## src/rtl/uart_tx_port_if.sv

```systemverilog
// rtl/uart_tx_port_if.sv - CPU store-bus snoop and UART line/status bundle for uart_tx_port
interface uart_tx_port_if;
  logic [15:0] address;
  logic [7:0]  data_write;
  logic        read_write;
  logic [7:0]  status;
  logic        tx;

  modport master (
    output address,
    output data_write,
    output read_write,
    input  status,
    input  tx
  );

  modport slave (
    input  address,
    input  data_write,
    input  read_write,
    output status,
    output tx
  );
endinterface

```

## src/rtl/uart_tx_port.sv

```systemverilog
// rtl/uart_tx_port.sv - memory-mapped FIFO-backed 8N1 UART transmitter; optional even parity via UART_TX_PARITY_EN
module uart_tx_port #(
  parameter int          CLKS_PER_BIT = 4,
  parameter int          DEPTH        = 4,
  parameter logic [15:0] TX_ADDR      = 16'h00FD,
  parameter logic [15:0] STATUS_ADDR  = 16'h00FC
) (
  input  logic          clk,
  input  logic          rst,
  uart_tx_port_if.slave bus
);

  localparam int PTR_W  = $clog2(DEPTH);
  localparam int CNT_W  = PTR_W + 1;
  localparam int BAUD_W = $clog2(CLKS_PER_BIT);

  typedef enum logic [2:0] {
    S_IDLE,
    S_START,
    S_DATA,
`ifdef UART_TX_PARITY_EN
    S_PARITY,
`endif
    S_STOP
  } state_t;

  state_t             r_state;
  logic [BAUD_W-1:0]  r_baud;
  logic [2:0]         r_bit_cnt;
  logic [7:0]         r_shift;
  logic               r_tx;
  logic [7:0]         r_mem [DEPTH];
  logic [PTR_W-1:0]   r_wr_ptr;
  logic [PTR_W-1:0]   r_rd_ptr;
  logic [CNT_W-1:0]   r_count;
  logic               r_overflow;
`ifdef UART_TX_PARITY_EN
  logic               r_parity;
`endif

  state_t             w_state_next;
  logic [BAUD_W-1:0]  w_baud_next;
  logic [2:0]         w_bit_next;
  logic [7:0]         w_shift_next;
  logic               w_tx_next;
  logic               w_pop;
  logic               w_push;
  logic               w_drop;
  logic               w_store_tx;
  logic               w_store_status;
  logic               w_full;
  logic               w_empty;
  logic               w_baud_done;

  assign w_store_tx     = bus.read_write && (bus.address == TX_ADDR);
  assign w_store_status = bus.read_write && (bus.address == STATUS_ADDR);
  assign w_full         = (r_count == CNT_W'(DEPTH));
  assign w_empty        = (r_count == '0);
  assign w_baud_done    = (r_baud == BAUD_W'(CLKS_PER_BIT - 1));

  // A full FIFO still accepts a store when the FSM pops on the same edge.
  assign w_push = w_store_tx && (!w_full || w_pop);
  assign w_drop = w_store_tx && w_full && !w_pop;

  assign bus.status = {4'b0000, r_overflow, (r_state != S_IDLE), w_empty, w_full};
  assign bus.tx     = r_tx;

  // Next-state, baud/bit counters, shifter and registered-tx value for the frame FSM.
  always_comb begin
    w_state_next = r_state;
    w_baud_next  = r_baud;
    w_bit_next   = r_bit_cnt;
    w_shift_next = r_shift;
    w_tx_next    = 1'b1;
    w_pop        = 1'b0;
    case (r_state)
      S_IDLE: begin
        if (!w_empty) begin
          w_pop        = 1'b1;
          w_shift_next = r_mem[r_rd_ptr];
          w_bit_next   = 3'd0;
          w_baud_next  = '0;
          w_state_next = S_START;
          w_tx_next    = 1'b0;
        end
      end
      S_START: begin
        if (w_baud_done) begin
          w_baud_next  = '0;
          w_state_next = S_DATA;
          w_tx_next    = r_shift[0];
        end else begin
          w_baud_next  = r_baud + BAUD_W'(1);
          w_tx_next    = 1'b0;
        end
      end
      S_DATA: begin
        if (w_baud_done) begin
          w_baud_next  = '0;
          w_shift_next = {1'b0, r_shift[7:1]};
          if (r_bit_cnt == 3'd7) begin
`ifdef UART_TX_PARITY_EN
            w_state_next = S_PARITY;
            w_tx_next    = r_parity;
`else
            w_state_next = S_STOP;
            w_tx_next    = 1'b1;
`endif
          end else begin
            w_bit_next   = r_bit_cnt + 3'd1;
            w_tx_next    = r_shift[1];
          end
        end else begin
          w_baud_next  = r_baud + BAUD_W'(1);
          w_tx_next    = r_shift[0];
        end
      end
`ifdef UART_TX_PARITY_EN
      S_PARITY: begin
        if (w_baud_done) begin
          w_baud_next  = '0;
          w_state_next = S_STOP;
          w_tx_next    = 1'b1;
        end else begin
          w_baud_next  = r_baud + BAUD_W'(1);
          w_tx_next    = r_parity;
        end
      end
`endif
      S_STOP: begin
        w_tx_next = 1'b1;
        if (w_baud_done) begin
          w_baud_next  = '0;
          w_state_next = S_IDLE;
        end else begin
          w_baud_next  = r_baud + BAUD_W'(1);
        end
      end
      default: begin
        w_state_next = S_IDLE;
        w_baud_next  = '0;
      end
    endcase
  end

  // FSM state, shifter and line register; reset abandons any frame in flight.
  always_ff @(posedge clk) begin
    if (!rst) begin
      r_state   <= S_IDLE;
      r_baud    <= '0;
      r_bit_cnt <= 3'd0;
      r_shift   <= 8'd0;
      r_tx      <= 1'b1;
    end else begin
      r_state   <= w_state_next;
      r_baud    <= w_baud_next;
      r_bit_cnt <= w_bit_next;
      r_shift   <= w_shift_next;
      r_tx      <= w_tx_next;
    end
  end

`ifdef UART_TX_PARITY_EN
  // Even parity of the byte, captured as it leaves the FIFO.
  always_ff @(posedge clk) begin
    if (!rst) begin
      r_parity <= 1'b0;
    end else if (w_pop) begin
      r_parity <= ^w_shift_next;
    end
  end
`endif

  // FIFO storage; contents need no reset because pointers and count define validity.
  always_ff @(posedge clk) begin
    if (w_push) begin
      r_mem[r_wr_ptr] <= bus.data_write;
    end
  end

  // FIFO pointers and occupancy; pointers wrap naturally as DEPTH is a power of two.
  always_ff @(posedge clk) begin
    if (!rst) begin
      r_wr_ptr <= '0;
      r_rd_ptr <= '0;
      r_count  <= '0;
    end else begin
      if (w_push) begin
        r_wr_ptr <= r_wr_ptr + PTR_W'(1);
      end
      if (w_pop) begin
        r_rd_ptr <= r_rd_ptr + PTR_W'(1);
      end
      case ({w_push, w_pop})
        2'b10:   r_count <= r_count + CNT_W'(1);
        2'b01:   r_count <= r_count - CNT_W'(1);
        default: r_count <= r_count;
      endcase
    end
  end

  // Sticky overflow: set on a dropped store, cleared by a store to the status address.
  always_ff @(posedge clk) begin
    if (!rst) begin
      r_overflow <= 1'b0;
    end else if (w_store_status) begin
      r_overflow <= 1'b0;
    end else if (w_drop) begin
      r_overflow <= 1'b1;
    end
  end

endmodule

```

## src/flat_wrapper.sv

```systemverilog
// flat-port wrapper written by rule: the top's interface ports become plain ports
module uart_tx_port_flat 
#(
  parameter int          CLKS_PER_BIT = 4,
  parameter int          DEPTH        = 4,
  parameter logic [15:0] TX_ADDR      = 16'h00FD,
  parameter logic [15:0] STATUS_ADDR  = 16'h00FC
)
  (clk, rst, bus_address, bus_data_write, bus_read_write, bus_status, bus_tx);
  uart_tx_port_if bus_i ();
  input  logic clk;
  input  logic rst;
  input wire logic [$bits(bus_i.address)-1:0] bus_address;
  input wire logic [$bits(bus_i.data_write)-1:0] bus_data_write;
  input wire logic [$bits(bus_i.read_write)-1:0] bus_read_write;
  output wire logic [$bits(bus_i.status)-1:0] bus_status;
  output wire logic [$bits(bus_i.tx)-1:0] bus_tx;
  assign bus_i.address = bus_address;
  assign bus_i.data_write = bus_data_write;
  assign bus_i.read_write = bus_read_write;
  assign bus_status = bus_i.status;
  assign bus_tx = bus_i.tx;
  uart_tx_port #(.CLKS_PER_BIT(CLKS_PER_BIT), .DEPTH(DEPTH), .TX_ADDR(TX_ADDR), .STATUS_ADDR(STATUS_ADDR)) u_core (.clk(clk), .rst(rst), .bus(bus_i));
endmodule
```

## config.mk

```make
export PLATFORM = sky130hd
export DESIGN_NAME = uart_tx_port_flat
export DESIGN_NICKNAME = d
export VERILOG_FILES = /design/src/rtl/uart_tx_port_if.sv /design/src/rtl/uart_tx_port.sv /design/src/flat_wrapper.sv
export SDC_FILE = /design/constraint.sdc
export NUM_CORES = 1
export LEC_CHECK = 0
export CAP_MARGIN = 20
export CORE_UTILIZATION = 54
export DETAILED_ROUTE_END_ITERATION = 16
export PLACE_DENSITY = 0.79
export SETUP_SLACK_MARGIN = 0.4
export SYNTH_ARGS = -nofsm -noshare
export SYNTH_HDL_FRONTEND = slang
export SYNTH_SLANG_ARGS = --single-unit
export TNS_END_PERCENT = 10
```

## constraint.sdc

```tcl
create_clock -name clk -period 3.6 [get_ports clk]
set_clock_uncertainty 0.05 [all_clocks]
set_input_delay 0.72 -clock clk [delete_from_list [all_inputs] [get_ports clk]]
set_output_delay 0.72 -clock clk [all_outputs]
set_load 0.01 [all_outputs]
```

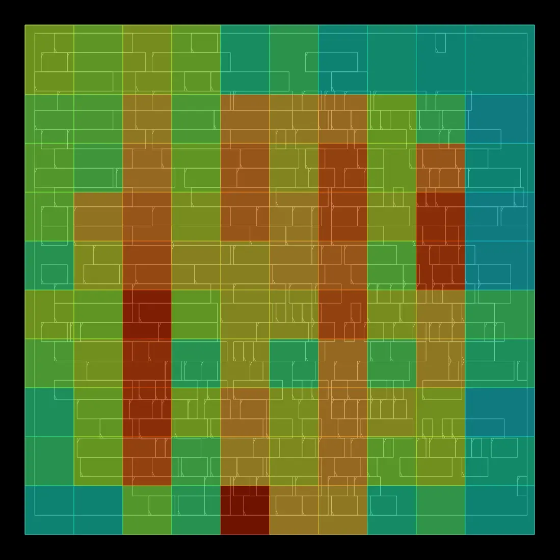
Run 1: congestion heat map
met2 layer usage reported by global route: 0.3029
met1 Use GR: 0.2372
met3 GRT Util: 0.06048
drt wl/cell: 13.77 um

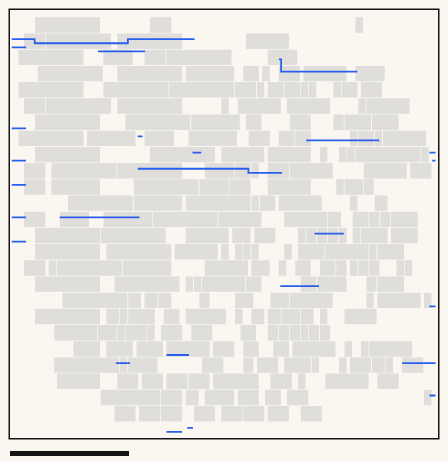
Run 1: signal wires on met3
The bar under the picture is 20 um long.
- nets with wire on the layer: 17
- longest straight run: 18.4 um
- share of all routed wire: 3.4%
- wire length on this layer: 145 um

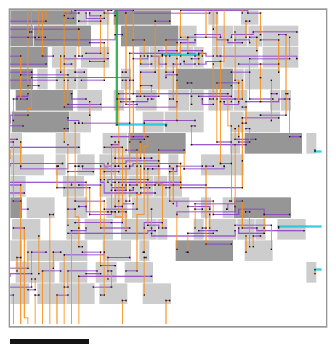
Run 1: close-up of the layout
The bar under the picture is 10 um long. Region (32, 0) to (72, 40) um. Cells in grey, sequential cells in the stronger grey; small squares are vias.
- orange: metal 2
- cyan: metal 3
- green: metal 4
- purple: metal 1
- cells with their middle in the window: 105
- netlist names of flops here include: u_core.r_count (3), u_core.r_baud (2), u_core.r_rd_ptr (2)
- sequential cells in the window: 12
- most frequent: clkdlybuf4s50_1 (13), dfxtp_1 (11), nor2_1 (9)

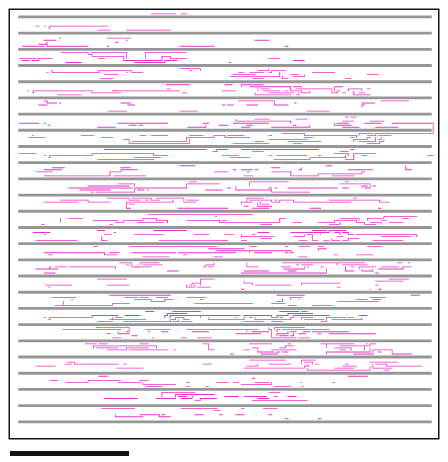
Run 1: metal 1
The bar under the picture is 20 um long. Supply wires on this layer in grey.
- share of all routed wire: 44%
- wire length on this layer: 1910 um
- longest straight run: 17.5 um
- main direction: horizontal

==> run notes, run 1 <==
This memo summarizes the results of the implementation run.

Global routing
The maximum number of pins on one net before global-route repair is 24. The first global-routing pass estimated 7.231 mm of wire. In the global route stage, overall resource usage came out at 0.1941. The via count of the first global-routing pass is 1566.

Yosys
The share of synthesized area in the top cell type comes to 0.3643. In this run, synthesis inferred 32 flip-flops with an integrated enable. The share of async-settable or async-resettable flops after synthesis is 0. The dominant kind of combinational cell is simple AND/OR/NAND/NOR gates.

The library cell with the largest summed area after synthesis is sky130_fd_sc_hd__edfxtp_1. The number of distinct library cells after synthesis is 41. The synthesized netlist occupies a cell area of 0.002638 mm^2. After synthesis, the cell types taking the most area are sky130_fd_sc_hd__edfxtp_1, sky130_fd_sc_hd__dfxtp_1, sky130_fd_sc_hd__mux4_2, sky130_fd_sc_hd__ha_1, sky130_fd_sc_hd__mux2i_1.

The flop and latch count out of synthesis is 58. The xor/xnor cell area share of the yosys netlist is 0.009962.

Floorplan
The placeable core area is 0.004723 mm^2. From left edge to right edge, the die measures 71.89 um. The number of top-level pins is 36. At the floorplan stage, the core utilization is reported as 0.5584.

Cells and area
The most frequent standard cell in the layout excluding fill and tap cells is sky130_fd_sc_hd__edfxtp_1. The layout report gives the register share of total cell area as 0.4649. The library cells used most frequently in the layout, excluding fill and tap cells, are sky130_fd_sc_hd__edfxtp_1, sky130_fd_sc_hd__clkdlybuf4s50_1, sky130_fd_sc_hd__dfxtp_1, sky130_fd_sc_hd__nor2_1, sky130_fd_sc_hd__ha_1. 0 antenna diodes ended up in the layout. The non-clock inverter count in the final layout is 10.

Fill cells in the final layout number 349. The post-route non-filler standard cell count is 311. The area of all placed cells without fillers is 0.003187 mm^2. The registers reported with the highest flop counts are u_core.r_mem: 32 flops, u_core.r_shift: 8 flops. Counting the clock-network buffers in the layout gives 9. The share of the core filled with cells in the final layout is 0.6747.

Timing
The measured slew at the worst slew-check pin is 0.7249 ns. The number of pins with negative max-slew slack in the final report is 0. For the final routed database, the setup TNS stands at 0 ns. The achievable clock frequency is 336.4 MHz. Counting I/O delays and the setup requirement, the final critical path takes 2.973 ns.

Power and ir drop
The cell internal power dissipation is 1.489 mW. Sequential power for this build is 852 uW. For the clock group, total power comes out at 621 uW.

Routing
In this run, the number of DRC markers left after iteration 0 of detailed routing was 128. The routed layout has 1631 vias.

Placed design
Once detailed placement completed, the half-perimeter wirelength came to 3.023 mm. Counting tap cells, the placed design contains a total of 296 instances.

Setup path
Measured in cells, the most critical reg-to-reg path has a length of 6. The startpoint of the most critical register-to-register path is u_core.r_state[1]. The critical path in this run is classified as in2reg. The worst endpoint required time is 3.80 ns. STA classifies the critical path startpoint as an input pin.

The endpoint type of the worst setup path is a flip-flop. The worst setup path endpoint is u_core.r_count[2].

Worst hold path
The most critical min-delay path falls under reg2reg.

CTS
The number of buffers added for setup after CTS is 0. Post-CTS repair ended up resizing 0 cells. Per the skew report, the later register of the worst-skew pair sees a clock latency of 0.33 ns.

Looking at the clock tree report, the H-tree level count equals 3. The TritonCTS sink count is 58.

Job
The number of maximum-capacitance violations recorded for the run is 0. The number of warnings in the stage logs is 33.

Status
The flow ran to the end, and the final reports show no timing, DRC or antenna violations.
## run 1: worst max-delay path, delay by kind of cell
family                   cells  cell delay (ns)
AND-OR/OR-AND                3             0.57
buffers and inverters        1             0.40
AND/OR/NAND/NOR              3             0.99
adder cells (fa/ha/maj)      1             0.49
## run 1: through the flow
stage / total power [mW] / setup slack (ns)
detailed placement: 1.581 / 0.2763
global placement: 1.565 / 0.3184
global route: 2.337 / 0.4861
CTS: 2.211 / 0.6337
finish: 2.188 / 0.6274
floorplan: 1.401 / 0.6291
## run 1: metal layers
metal	up-vias	track usage
met5	-	0
met4	0	0.1176
met2	29	0.3029
met1	776	0.2372
li1	813	-
met3	13	0.06048
==> run 1 -> run 2 <==
- clock period: 3.6 -> 2.8 ns (I/O delays scaled with it)
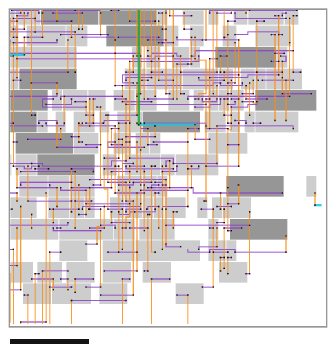
Run 2: close-up of the layout
The bar under the picture is 10 um long. Region (32, 0) to (72, 40) um. Cells in grey, sequential cells in the stronger grey; small squares are vias.
- green: metal 4
- orange: metal 2
- cyan: metal 3
- purple: metal 1
- netlist names of flops here include: u_core.r_count (3), u_core.r_rd_ptr (2), u_core.r_shift (2)
- most frequent: nor2_1 (10), dfxtp_1 (10), nand2_1 (8)
- sequential cells in the window: 12
- cells with their middle in the window: 107

==> run 2 against run 1 <==
  * Global-route usage up 0.86 points
  * Routed wire length up 7.2%
  * Utilization up 3.2 points
  * Combinational power grew 35%
  * Final cell count increased by 2.6%
  * Clock power is 45% higher
  * Die size stayed put
  * Area after synthesis did not move
  * Largest power group unchanged
==> run notes, run 2 <==
This memo summarizes the results of the implementation run.

Status
The flow ran to the end, and the final reports show no timing, DRC or antenna violations.

Floorplan
Per the OpenROAD floorplan log, the height of the die is 71.89 um. The number of top-level pins is 36 (unchanged). After floorplanning, the core was divided into 25 placement rows. The placeable core area is 0.004723 mm^2 (unchanged).

The die width came to 71.89 um (unchanged). After floorplanning, the die was sized to cover 0.005167 mm^2. The share of the core filled by cells before placement is 0.5584 (unchanged). The number of tapcells is 67.

Yosys
The dominant register cell is sky130_fd_sc_hd__edfxtp_1. The summed instance area of the synthesized netlist is 0.002638 mm^2 (unchanged). The number of distinct library cells after synthesis was 41 (unchanged).

Of the total synthesized cell area, the portion taken by full adders, half adders and majority gates is 0.06452. The proportion of synthesized area in mux cells is 0.1101. The area share of and-or/or-and cells after synthesis is 0.07685. The library cell with the largest summed area after synthesis is sky130_fd_sc_hd__edfxtp_1.

The number of enable flip-flop cells was 32 (unchanged). The share of the synthesized area in the top cell type is 0.3643 (unchanged). The flop and latch count out of synthesis is 58 (unchanged). The total number of yosys warnings is 0. The dominant kind of combinational cell is simple AND/OR/NAND/NOR gates. By area the synthesized netlist is led by sky130_fd_sc_hd__edfxtp_1, sky130_fd_sc_hd__dfxtp_1, sky130_fd_sc_hd__mux4_2, sky130_fd_sc_hd__ha_1, sky130_fd_sc_hd__mux2i_1.

The share of async-settable or async-resettable flops after synthesis is 0 (unchanged). The xor/xnor cell area share of the yosys netlist is 0.009962 (unchanged).

Cells and area
The synthesis-to-layout area growth is 26.52%. The count of clock-net buffers in the final layout is 9 (unchanged). The number of antenna diodes is 0 (unchanged). The post-route non-filler standard cell count is 319 (+2.6%). The most frequent standard cell in the layout excluding fill and tap cells is sky130_fd_sc_hd__edfxtp_1.

Per the layout area report, the combinational fraction of cell area is 0.3213. The library cells used most frequently in the layout, excluding fill and tap cells, are sky130_fd_sc_hd__edfxtp_1, sky130_fd_sc_hd__nor2_1, sky130_fd_sc_hd__dfxtp_1, sky130_fd_sc_hd__clkdlybuf4s50_1. 128 cells are multi-input combinational gates.

The fill cell instance count of the final layout is 338 (-3.2%). The share of the core filled with cells in the final layout is 0.7065 (+0.03179). The non-clock inverter count in the final layout is 10 (unchanged). The flop share of the area came to 0.4447 (-0.02017).

The area of all placed cells without fillers is 0.003337 mm^2 (+4.7%). The registers reported with the highest flop counts are u_core.r_mem: 32 flops, u_core.r_shift: 8 flops.

Power and ir drop
The biggest slice of the total power is consumed by registers. The overall power consumption came to 2.966 mW (+36%). The clock group total power is 899 uW (+45%). The static leakage is 1.295 nW. The cell internal power dissipation is 2.038 mW (+37%). The switching component of the power was reported as 928.6 uW. The sequential group power came to 1.10 mW (+29%).

Global routing
The wire length of the first global-routing pass came to 7.514 mm (+3.9%). The maximum number of pins on one net before global-route repair is 19 (-21%). Global routing put the most usage on met2. The number of antenna violations at the first check in global routing is 0.

The met2 track demand over resource in global routing was 0.3323 (+0.02935). The via count of the first global-routing pass is 1616 (+3.2%). The fraction of met3 tracks used by global routing is 0.08158 (+0.02110).

The overall routing resource usage is 0.2027 (+0.008592). The met1 track utilization from global routing is 0.2354 (-0.001835).

Timing
The total negative setup slack is 0 ns (unchanged). The minimum setup slack in the final design was 0.4987 ns (-0.1288 ns). The measured slew at the worst slew-check pin came to 0.6797 ns (-0.04524 ns).

Based on the critical path, the design can be clocked at up to 434.5 MHz. The number of pins with negative max-slew slack in the final report is 0 (unchanged). The number of failing hold endpoints at the final stage is 0.

The post-layout minimum cycle time is 2.301 ns. The final timing summary puts the cycle share of the worst path at 0.8219.

Routing
For this block, the routed nets add up to 4.589 mm of wire. The violation count after the first detailed-routing iteration is 96 (-25%). The via total after detailed routing is 1658 (+1.7%). Before antenna repair, the detailed router went through 4 iterations. The number of remaining DRC errors is 0. The wire length per cell after detailed routing is 14.39 um (+4.5%). For this run, the detailed router reports a per-instance via density of 5.197.

CTS
The maximum level of the CTS H-tree is 3 (unchanged). The root buffer cell is sky130_fd_sc_hd__clkbuf_8. The latest clock arrival within the worst-skew pair came to 0.34 ns (about the same). The TritonCTS sink count is 58 (unchanged).

Setup path
The length in cells of the worst reg-to-reg path is 8 (+2). The worst setup path is captured at a flip-flop. The cell depth of the worst setup path came to 8 (unchanged). The kind of cell adding the most delay to the critical path is simple AND/OR/NAND/NOR gates. The worst setup path endpoint is u_core.r_count[2]. The startpoint of the most critical register-to-register path is u_core.r_state[0]. The category of the critical setup timing path is in2reg. The worst endpoint required time came to 3.01 ns (-0.79 ns). The number of buffers and inverters on the critical path was 1 (unchanged). In this run the critical path is formed by dlygate4sd2_1, or4b_4, nor4_4, a21oi_2, fa_2, and4_1, a211o_1, a31oi_1. The startpoint type of the worst setup path is an input pin.

Job
The number of warnings in the stage logs is 36 (+9.1%). The max-capacitance violation count is 0 (unchanged).

Worst hold path
The class of the worst hold path is reg2reg.

Placed design
The final HPWL from detailed placement came to 3.086 mm (+2.1%). The cell total after placement was 302 (+2.0%). The placement-stage worst setup slack is -0.1784 ns (-0.4547 ns).
==> run 2: cell count changes in the layout (fill, tap and decap cells not counted), sizes merged <==
cell / before / now
clkinvlp: 2 / 1
clkbuf: 9 / 12
buf: 2 / 10
dlygate4sd2: 0 / 2
bufinv: 2 / 3
clkdlybuf4s15: 0 / 3
clkdlybuf4s50: 31 / 15
dlymetal6s2s: 0 / 8
==> run 2: per-layer routing <==
metal	up-vias	share of wire	routed length (um)
li1	828	-	-
met3	6	0.039	179
met4	0	0.014	66
met1	797	0.42	1941
met2	27	0.52	2401
met5	-	0	0
==> run 2: repair_timing <==
item,in CTS,in global routing
resized,10,21
setup buffers,2,0
gates cloned,0,0
endpoints found under the setup margin,35,2
pin swaps,7,10
Power is estimated from default activity; no workload was simulated.
